===== src/rtl/noc_input_port_if.sv =====
`default_nettype none
// ============================================================================
// Module  : noc_input_port_if
// Purpose : Bundles the link-side flit handshake and the switch-side
//           request/grant signals of one router input port.
// Ports   : in_data/in_valid/in_last/in_ready - upstream link handshake
//           out_data/out_request/sw_grant     - crossbar request and grant
//           slave modport  : view of the input port itself
//           master modport : view of the link driver plus the switch
// Revision: 1.0 - initial release
// ============================================================================
interface noc_input_port_if;
  logic [7:0] in_data;
  logic       in_valid;
  logic       in_last;
  logic       in_ready;
  logic [7:0] out_data;
  logic [2:0] out_request;
  logic       sw_grant;

  modport slave (
    input  in_data, in_valid, in_last, sw_grant,
    output in_ready, out_data, out_request
  );

  modport master (
    output in_data, in_valid, in_last, sw_grant,
    input  in_ready, out_data, out_request
  );
endinterface
`default_nettype wire


===== src/rtl/noc_input_port.sv =====
`default_nettype none
// ============================================================================
// Module  : noc_input_port
// Purpose : Input stage of a mesh router. Buffers {last,data} flits in a
//           DEPTH-entry FIFO, XY-routes each packet's header flit and holds
//           that route until the tail flit is consumed (wormhole switching).
// Ports   : clk, rst         - clock, synchronous active-high reset
//           port_if (slave)  - link handshake in, head flit + 3-bit request
//                              code out (000 L,001 N,010 E,011 S,100 W,111 none)
//           pkt_count, drop_hdr - only with NOC_INPORT_STATS_EN defined:
//                              saturating tail-flit counter and a pulse when a
//                              header routes back toward IN_DIR
// Options : `define NOC_INPORT_STATS_EN to add the statistics outputs.
// Revision: 1.0 - initial release
// ============================================================================
module noc_input_port #(
  parameter int unsigned DEPTH   = 4,
  parameter logic [3:0]  LOCAL_X = 4'd0,
  parameter logic [3:0]  LOCAL_Y = 4'd0
`ifdef NOC_INPORT_STATS_EN
  ,
  parameter logic [2:0]  IN_DIR  = 3'b111
`endif
) (
  input  logic                    clk,
  input  logic                    rst,
  noc_input_port_if.slave         port_if
`ifdef NOC_INPORT_STATS_EN
  ,
  output logic [15:0]             pkt_count,
  output logic [0:0]              drop_hdr
`endif
);

  localparam int unsigned     c_AW       = $clog2(DEPTH);
  localparam logic [c_AW:0]   c_FULL_CNT = (c_AW+1)'(DEPTH);
  localparam logic [c_AW:0]   c_CNT_ONE  = (c_AW+1)'(1);
  localparam logic [c_AW-1:0] c_PTR_ONE  = c_AW'(1);

  localparam logic [2:0] c_REQ_L    = 3'b000;
  localparam logic [2:0] c_REQ_N    = 3'b001;
  localparam logic [2:0] c_REQ_E    = 3'b010;
  localparam logic [2:0] c_REQ_S    = 3'b011;
  localparam logic [2:0] c_REQ_W    = 3'b100;
  localparam logic [2:0] c_REQ_NONE = 3'b111;

  typedef enum logic [0:0] {
    S_IDLE   = 1'b0,
    S_ACTIVE = 1'b1
  } state_t;

  // FIFO storage: bit 8 is the tail marker, bits 7:0 the flit payload.
  logic [8:0]      r_mem [DEPTH];
  logic [c_AW-1:0] r_wr_ptr;
  logic [c_AW-1:0] r_rd_ptr;
  logic [c_AW:0]   r_count;

  state_t     r_state;
  state_t     w_state_nxt;
  logic [2:0] r_route;
  logic [2:0] w_route_nxt;

  logic [8:0] w_head;
  logic       w_empty;
  logic       w_full;
  logic       w_push;
  logic       w_pop;
  logic       w_present;

  // Dimension-ordered routing: resolve X first, then Y, else eject locally.
  function automatic logic [2:0] f_xy_route(input logic [7:0] hdr);
    if (hdr[7:4] > LOCAL_X)      return c_REQ_E;
    else if (hdr[7:4] < LOCAL_X) return c_REQ_W;
    else if (hdr[3:0] < LOCAL_Y) return c_REQ_N;
    else if (hdr[3:0] > LOCAL_Y) return c_REQ_S;
    else                         return c_REQ_L;
  endfunction

  assign w_head    = r_mem[r_rd_ptr];
  assign w_empty   = (r_count == '0);
  assign w_full    = (r_count == c_FULL_CNT);
  assign w_push    = port_if.in_valid && !w_full;
  // A flit is only offered while a route is held and data is buffered, so a
  // grant seen outside that window is ignored.
  assign w_present = (r_state == S_ACTIVE) && !w_empty;
  assign w_pop     = w_present && port_if.sw_grant;

  assign port_if.in_ready    = !w_full;
  assign port_if.out_request = w_present ? r_route : c_REQ_NONE;
  assign port_if.out_data    = w_present ? w_head[7:0] : 8'h00;

  always_ff @(posedge clk) begin
    if (w_push) begin
      r_mem[r_wr_ptr] <= {port_if.in_last, port_if.in_data};
    end
  end

  always_ff @(posedge clk) begin
    if (rst) begin
      r_wr_ptr <= '0;
      r_rd_ptr <= '0;
      r_count  <= '0;
    end else begin
      if (w_push) r_wr_ptr <= r_wr_ptr + c_PTR_ONE;
      if (w_pop)  r_rd_ptr <= r_rd_ptr + c_PTR_ONE;
      case ({w_push, w_pop})
        2'b10:   r_count <= r_count + c_CNT_ONE;
        2'b01:   r_count <= r_count - c_CNT_ONE;
        default: r_count <= r_count;
      endcase
    end
  end

  always_ff @(posedge clk) begin
    if (rst) begin
      r_state <= S_IDLE;
      r_route <= c_REQ_NONE;
    end else begin
      r_state <= w_state_nxt;
      r_route <= w_route_nxt;
    end
  end

  // IDLE latches the route of whatever flit sits at the FIFO head (always a
  // header there); ACTIVE holds it until the tail flit is popped, which forces
  // one request-free cycle before the next packet is routed.
  always_comb begin
    w_state_nxt = r_state;
    w_route_nxt = r_route;
    case (r_state)
      S_IDLE: begin
        if (!w_empty) begin
          w_state_nxt = S_ACTIVE;
          w_route_nxt = f_xy_route(w_head[7:0]);
        end
      end
      S_ACTIVE: begin
        if (w_pop && w_head[8]) begin
          w_state_nxt = S_IDLE;
          w_route_nxt = c_REQ_NONE;
        end
      end
      default: begin
        w_state_nxt = S_IDLE;
        w_route_nxt = c_REQ_NONE;
      end
    endcase
  end

`ifdef NOC_INPORT_STATS_EN
  logic [15:0] r_pkt_count;
  logic        r_drop_hdr;

  always_ff @(posedge clk) begin
    if (rst) begin
      r_pkt_count <= 16'h0000;
      r_drop_hdr  <= 1'b0;
    end else begin
      if (w_pop && w_head[8] && (r_pkt_count != 16'hFFFF)) begin
        r_pkt_count <= r_pkt_count + 16'h0001;
      end
      // Flag a U-turn header; the packet is still forwarded normally.
      r_drop_hdr <= (r_state == S_IDLE) && !w_empty && (IN_DIR != c_REQ_NONE) &&
                    (f_xy_route(w_head[7:0]) == IN_DIR);
    end
  end

  assign pkt_count = r_pkt_count;
  assign drop_hdr  = r_drop_hdr;
`endif

endmodule
`default_nettype wire

===== src/flat_wrapper.sv =====
// flat-port wrapper written by rule: the top's interface ports become plain ports
module noc_input_port_flat 
#(
  parameter int unsigned DEPTH   = 4,
  parameter logic [3:0]  LOCAL_X = 4'd0,
  parameter logic [3:0]  LOCAL_Y = 4'd0

)
  (clk, rst, port_if_in_data, port_if_in_valid, port_if_in_last, port_if_sw_grant, port_if_in_ready, port_if_out_data, port_if_out_request);
  noc_input_port_if port_if_i ();
  input  logic clk;
  input  logic rst;
  input wire logic [$bits(port_if_i.in_data)-1:0] port_if_in_data;
  input wire logic [$bits(port_if_i.in_valid)-1:0] port_if_in_valid;
  input wire logic [$bits(port_if_i.in_last)-1:0] port_if_in_last;
  input wire logic [$bits(port_if_i.sw_grant)-1:0] port_if_sw_grant;
  output wire logic [$bits(port_if_i.in_ready)-1:0] port_if_in_ready;
  output wire logic [$bits(port_if_i.out_data)-1:0] port_if_out_data;
  output wire logic [$bits(port_if_i.out_request)-1:0] port_if_out_request;
  assign port_if_i.in_data = port_if_in_data;
  assign port_if_i.in_valid = port_if_in_valid;
  assign port_if_i.in_last = port_if_in_last;
  assign port_if_i.sw_grant = port_if_sw_grant;
  assign port_if_in_ready = port_if_i.in_ready;
  assign port_if_out_data = port_if_i.out_data;
  assign port_if_out_request = port_if_i.out_request;
  noc_input_port #(.DEPTH(DEPTH), .LOCAL_X(LOCAL_X), .LOCAL_Y(LOCAL_Y)) u_core (.clk(clk), .rst(rst), .port_if(port_if_i));
endmodule

===== config.mk =====
export PLATFORM = sky130hd
export DESIGN_NAME = noc_input_port_flat
export DESIGN_NICKNAME = d
export VERILOG_FILES = /design/src/rtl/noc_input_port_if.sv /design/src/rtl/noc_input_port.sv /design/src/flat_wrapper.sv
export SDC_FILE = /design/constraint.sdc
export NUM_CORES = 1
export LEC_CHECK = 0
export CELL_PAD_IN_SITES_DETAIL_PLACEMENT = 1
export CELL_PAD_IN_SITES_GLOBAL_PLACEMENT = 2
export CORE_UTILIZATION = 39
export DETAILED_ROUTE_END_ITERATION = 12
export HOLD_SLACK_MARGIN = 0.03
export PLACE_DENSITY = 0.84
export REMOVE_ABC_BUFFERS = 1
export SLEW_MARGIN = 20
export SYNTH_ARGS = -nofsm -noshare
export SYNTH_HDL_FRONTEND = slang
export SYNTH_SLANG_ARGS = --single-unit

===== constraint.sdc =====
create_clock -name clk -period 3.25 [get_ports clk]
set_clock_uncertainty 0.2 [all_clocks]
set_input_delay 0.975 -clock clk [delete_from_list [all_inputs] [get_ports clk]]
set_output_delay 0.975 -clock clk [all_outputs]
set_load 0.1 [all_outputs]

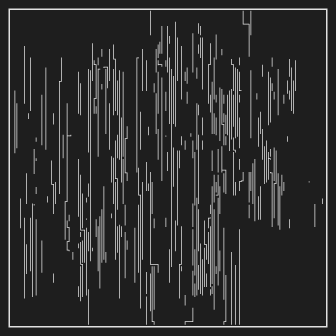
**Above:** run 1 (met2 routing).
The layer holds 54% of the routed length. The longest straight run is 46.9 µm. 169 nets have wire on it. The layer carries 2340 µm of wire.
Post-Route WL: 4301 µm
met2 GRT Util: 0.3193
vias: 1228

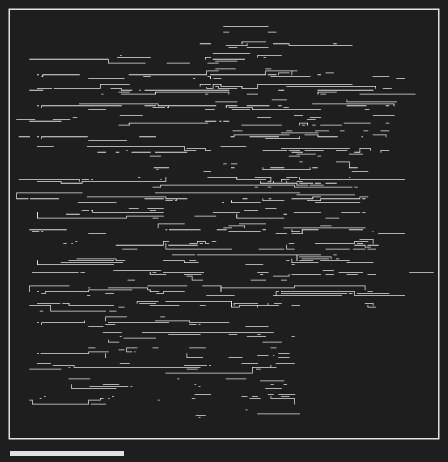
**Above:** run 1 (met1 routing).
Bar = 20 µm.
The layer carries 1780 µm of wire. The longest straight run is 25.3 µm.
grt met1 use: 0.2072

==> impl_metrics.env, run 1 <==
# yosys + openroad results
export IMPL_reg2reg_depth=9
export IMPL_status="completed"
export IMPL_h_tree_depth=2
export IMPL_fin_crit_sh=0.9574
export IMPL_clockPowerShare=0.234
export IMPL_hold_buffers=0
export IMPL_finalInstanceArea_um2=2570
export IMPL_worst_r2r_setup_slack_ns=0.59
export IMPL_drtPass1Iterations=4
export IMPL_ff_type="edfxtp_1"
export IMPL_warnings=28
export IMPL_yosys_stat_area_um2=2084
export IMPL_edf_count=36
export IMPL_die_w_um=75.11
export IMPL_area_growth_syn_to_layout_pct=23.29
export IMPL_worstSetupEndpointType="output pin"
export IMPL_die_height_um=75.11
export IMPL_crit_path_end="port_if_out_data[0]"
export IMPL_cpPeakStageDelay_ns=0.65
export IMPL_grtUsageTotal=0.1778
export IMPL_largest_area_cell="edfxtp_1"
export IMPL_comb_power_mw=0.357
export IMPL_io_pins=25
export IMPL_n_antenna_cell=0
export IMPL_port_buffers=24
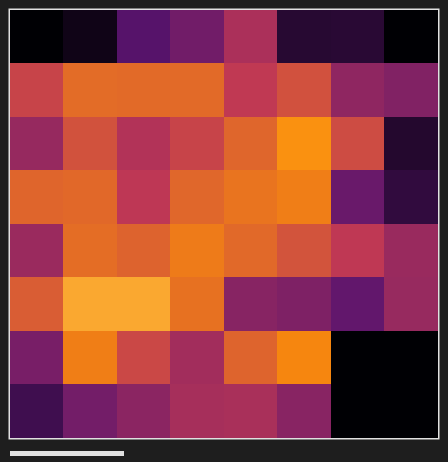
**Above:** run 1 (local utilization).
Bar = 20 µm. The die is cut into 8 by 8 equal tiles; black is low, pale yellow is high, 0 to 100% covered.
4.7% of the tiles are over 75% full. The fullest tile reaches 81%. The mean over all tiles is 44%.
fin util: 0.5000
core area: 5140 µm²
Initial Utilization: 0.4056

run 1: worst reg2reg max path, delay by kind of cell (launching register included):
| family | cells | cell delay (ns) |
|---|---|---|
| AOI/OAI and AO/OA | 1 | 0.15 |
| buffers and inverters | 2 | 0.15 |
| xor gates and xnor gates | 1 | 0.17 |
| adders and majority gates | 2 | 0.55 |
| DFF | 1 | 0.36 |
| and+or+nand+nor | 3 | 1.02 |
run 1: per-stage QoR:
stage	hold slack, ns	util
2_1_floorplan	0.2322	-
3_3_place_gp	0.2520	0.4837
3_5_place_dp	0.2877	0.4837
4_1_cts	0.3074	0.5000
5_1_grt	0.3321	0.5000
6_report	0.3027	0.5000
run 1: sequential cells by signal, indices dropped and copies added, names as in the netlist, named ones only:
signal,count
u_core.r_mem,36
u_core.r_rd_ptr,2
u_core.r_state,1
u_core.r_count,3
u_core.r_wr_ptr,2
u_core.r_route,3
run 1: kinds of logic (layout without fill, tap and decap cells):
family                     Yosys count  after routing  share of synthesized area
xor gates and xnor gates             5              5                    0.02101
AOI/OAI and AO/OA                   12             12                    0.04023
adders and majority gates            6              6                    0.03962
and+or+nand+nor                     44             44                     0.1219
buffers and inverters               12             39                    0.02881
DFF                                 49             49                     0.6435
muxes                               10             10                     0.1050
run 1: cell usage in the layout, fill, tap and decap left out, drive strengths merged, types with 2 or more instances in the layout:
cell type / synthesis / routed
and3: 13 / 13
xor2: 3 / 3
inv: 7 / 7
a21oi: 4 / 4
or3: 2 / 2
mux2i: 2 / 2
nor4: 2 / 2
nor2: 11 / 11
o21ai: 2 / 2
or2: 5 / 5
nor3: 2 / 2
nand2: 4 / 4
mux4: 8 / 8
xnor2: 2 / 2
clkdlybuf4s50: 0 / 12
buf: 2 / 12
ha: 5 / 5
edfxtp: 36 / 36
dfxtp: 13 / 13
clkbuf: 3 / 6
==> inputs of run 2 (changes only) <==
- CORE_UTILIZATION: 39 -> 42
- PLACE_DENSITY: 0.84 -> 0.89
- clock period: 3.25 -> 3.76 ns (I/O delays scaled with it)
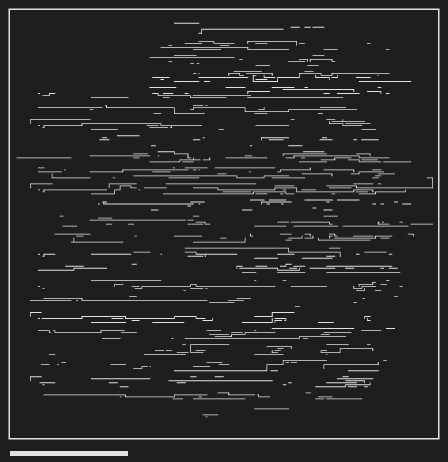
**Above:** run 2 (met1 routing).
Bar = 20 µm.
The wires run mostly horizontal. The longest straight run is 21.2 µm.
Post-Route WL: 3798 µm
vias: 1177
grt met1 use: 0.1894

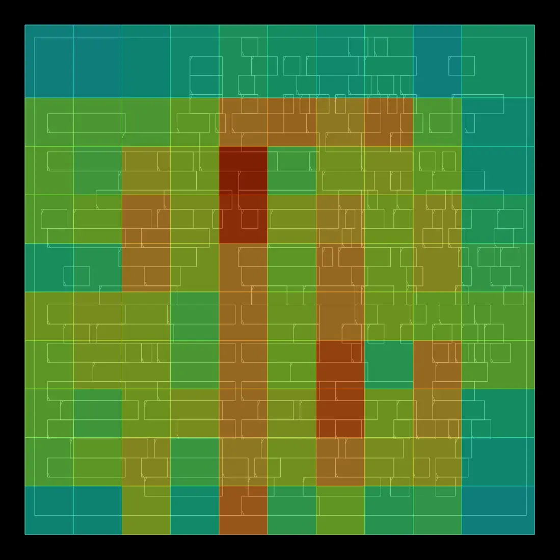
**Above:** run 2 (routing congestion map).
grt peak-use layer: met2
met3 GRT Util: 0.04028

==> impl_metrics.env, run 2 <==
# yosys + openroad results
export IMPL_status="completed"
export IMPL_edf_count=36
export IMPL_worstSetupEndpointType="output pin"
export IMPL_area_growth_syn_to_layout_pct=16.81
export IMPL_worst_r2r_setup_slack_ns=1.09
export IMPL_fp_util=0.4384
export IMPL_port_buffers=24
export IMPL_layout_top_cell="edfxtp_1"
export IMPL_io_pins=25
export IMPL_largest_reg_flops=36
export IMPL_clockPowerShare=0.250
export IMPL_max_flop_register="u_core.r_mem"
export IMPL_cpPeakStageDelay_ns=0.71
export IMPL_grtUsageTotal=0.1618
export IMPL_top_regs="u_core.r_mem x36, u_core.r_count x3, u_core.r_route x3"
export IMPL_n_antenna_cell=0
export IMPL_coreArea_um2=4755
export IMPL_die_w_um=72.45
export IMPL_warnings=28
export IMPL_largest_area_cell="edfxtp_1"
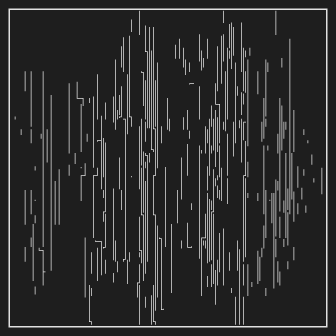
**Above:** run 2 (met2 routing).
met2 GRT Util: 0.2700

==> run 2: worst paths after layout <==
| check | startpoint | endpoint | cells past startpoint |
|---|---|---|---|
| max | register | port_if_out_data[3] | 3 |
| min | u_core.r_route[2]$_SDFFE_PP1P_ | u_core.r_route[2]$_SDFFE_PP1P_ | 2 |
| max reg2reg | u_core.r_count[2]$_SDFFE_PP0P_ | u_core.r_count[2]$_SDFFE_PP0P_ | 9 |
| min reg2reg | u_core.r_route[2]$_SDFFE_PP1P_ | u_core.r_route[2]$_SDFFE_PP1P_ | 2 |
==> run 2: kinds of logic (layout without fill, tap and decap cells) <==
logic type,after synthesis,after routing,synth area share
DFF,49,49,0.6435
xor gates and xnor gates,5,5,0.02101
muxes,10,10,0.1050
and+or+nand+nor,44,44,0.1219
buffers and inverters,12,39,0.02881
AOI/OAI and AO/OA,12,12,0.04023
adders and majority gates,6,6,0.03962
==> run 2: metrics by stage <==
step	hold WS, ns	power (mW)
6_report	0.2934	1.237
5_1_grt	0.3523	1.294
4_1_cts	0.3037	1.255
3_5_place_dp	0.2831	0.9438
3_3_place_gp	0.2546	0.9293
2_1_floorplan	0.2322	0.8638
==> run 2: worst max-delay path: cells and delay by family (launching register included) <==
kind          cells  cell delay [ns]
mux               1             0.70
flops             1             0.71
buf+inv           1             0.23
simple gates      1             0.22
==> run 2: cell type report <==
| type | instances | area [µm²] |
|---|---|---|
| Timing Repair Buffer | 24 | 210.2 |
| Multi-Input combinational cell | 77 | 683.2 |
| Fill cell | 479 | 2320 |
| Tap cell | 67 | 83.83 |
| Clock buffer | 8 | 90.09 |
| Inverter | 7 | 26.28 |
| Sequential cell | 49 | 1341 |
No activity file was given, so power comes from the tool's default toggle rates.
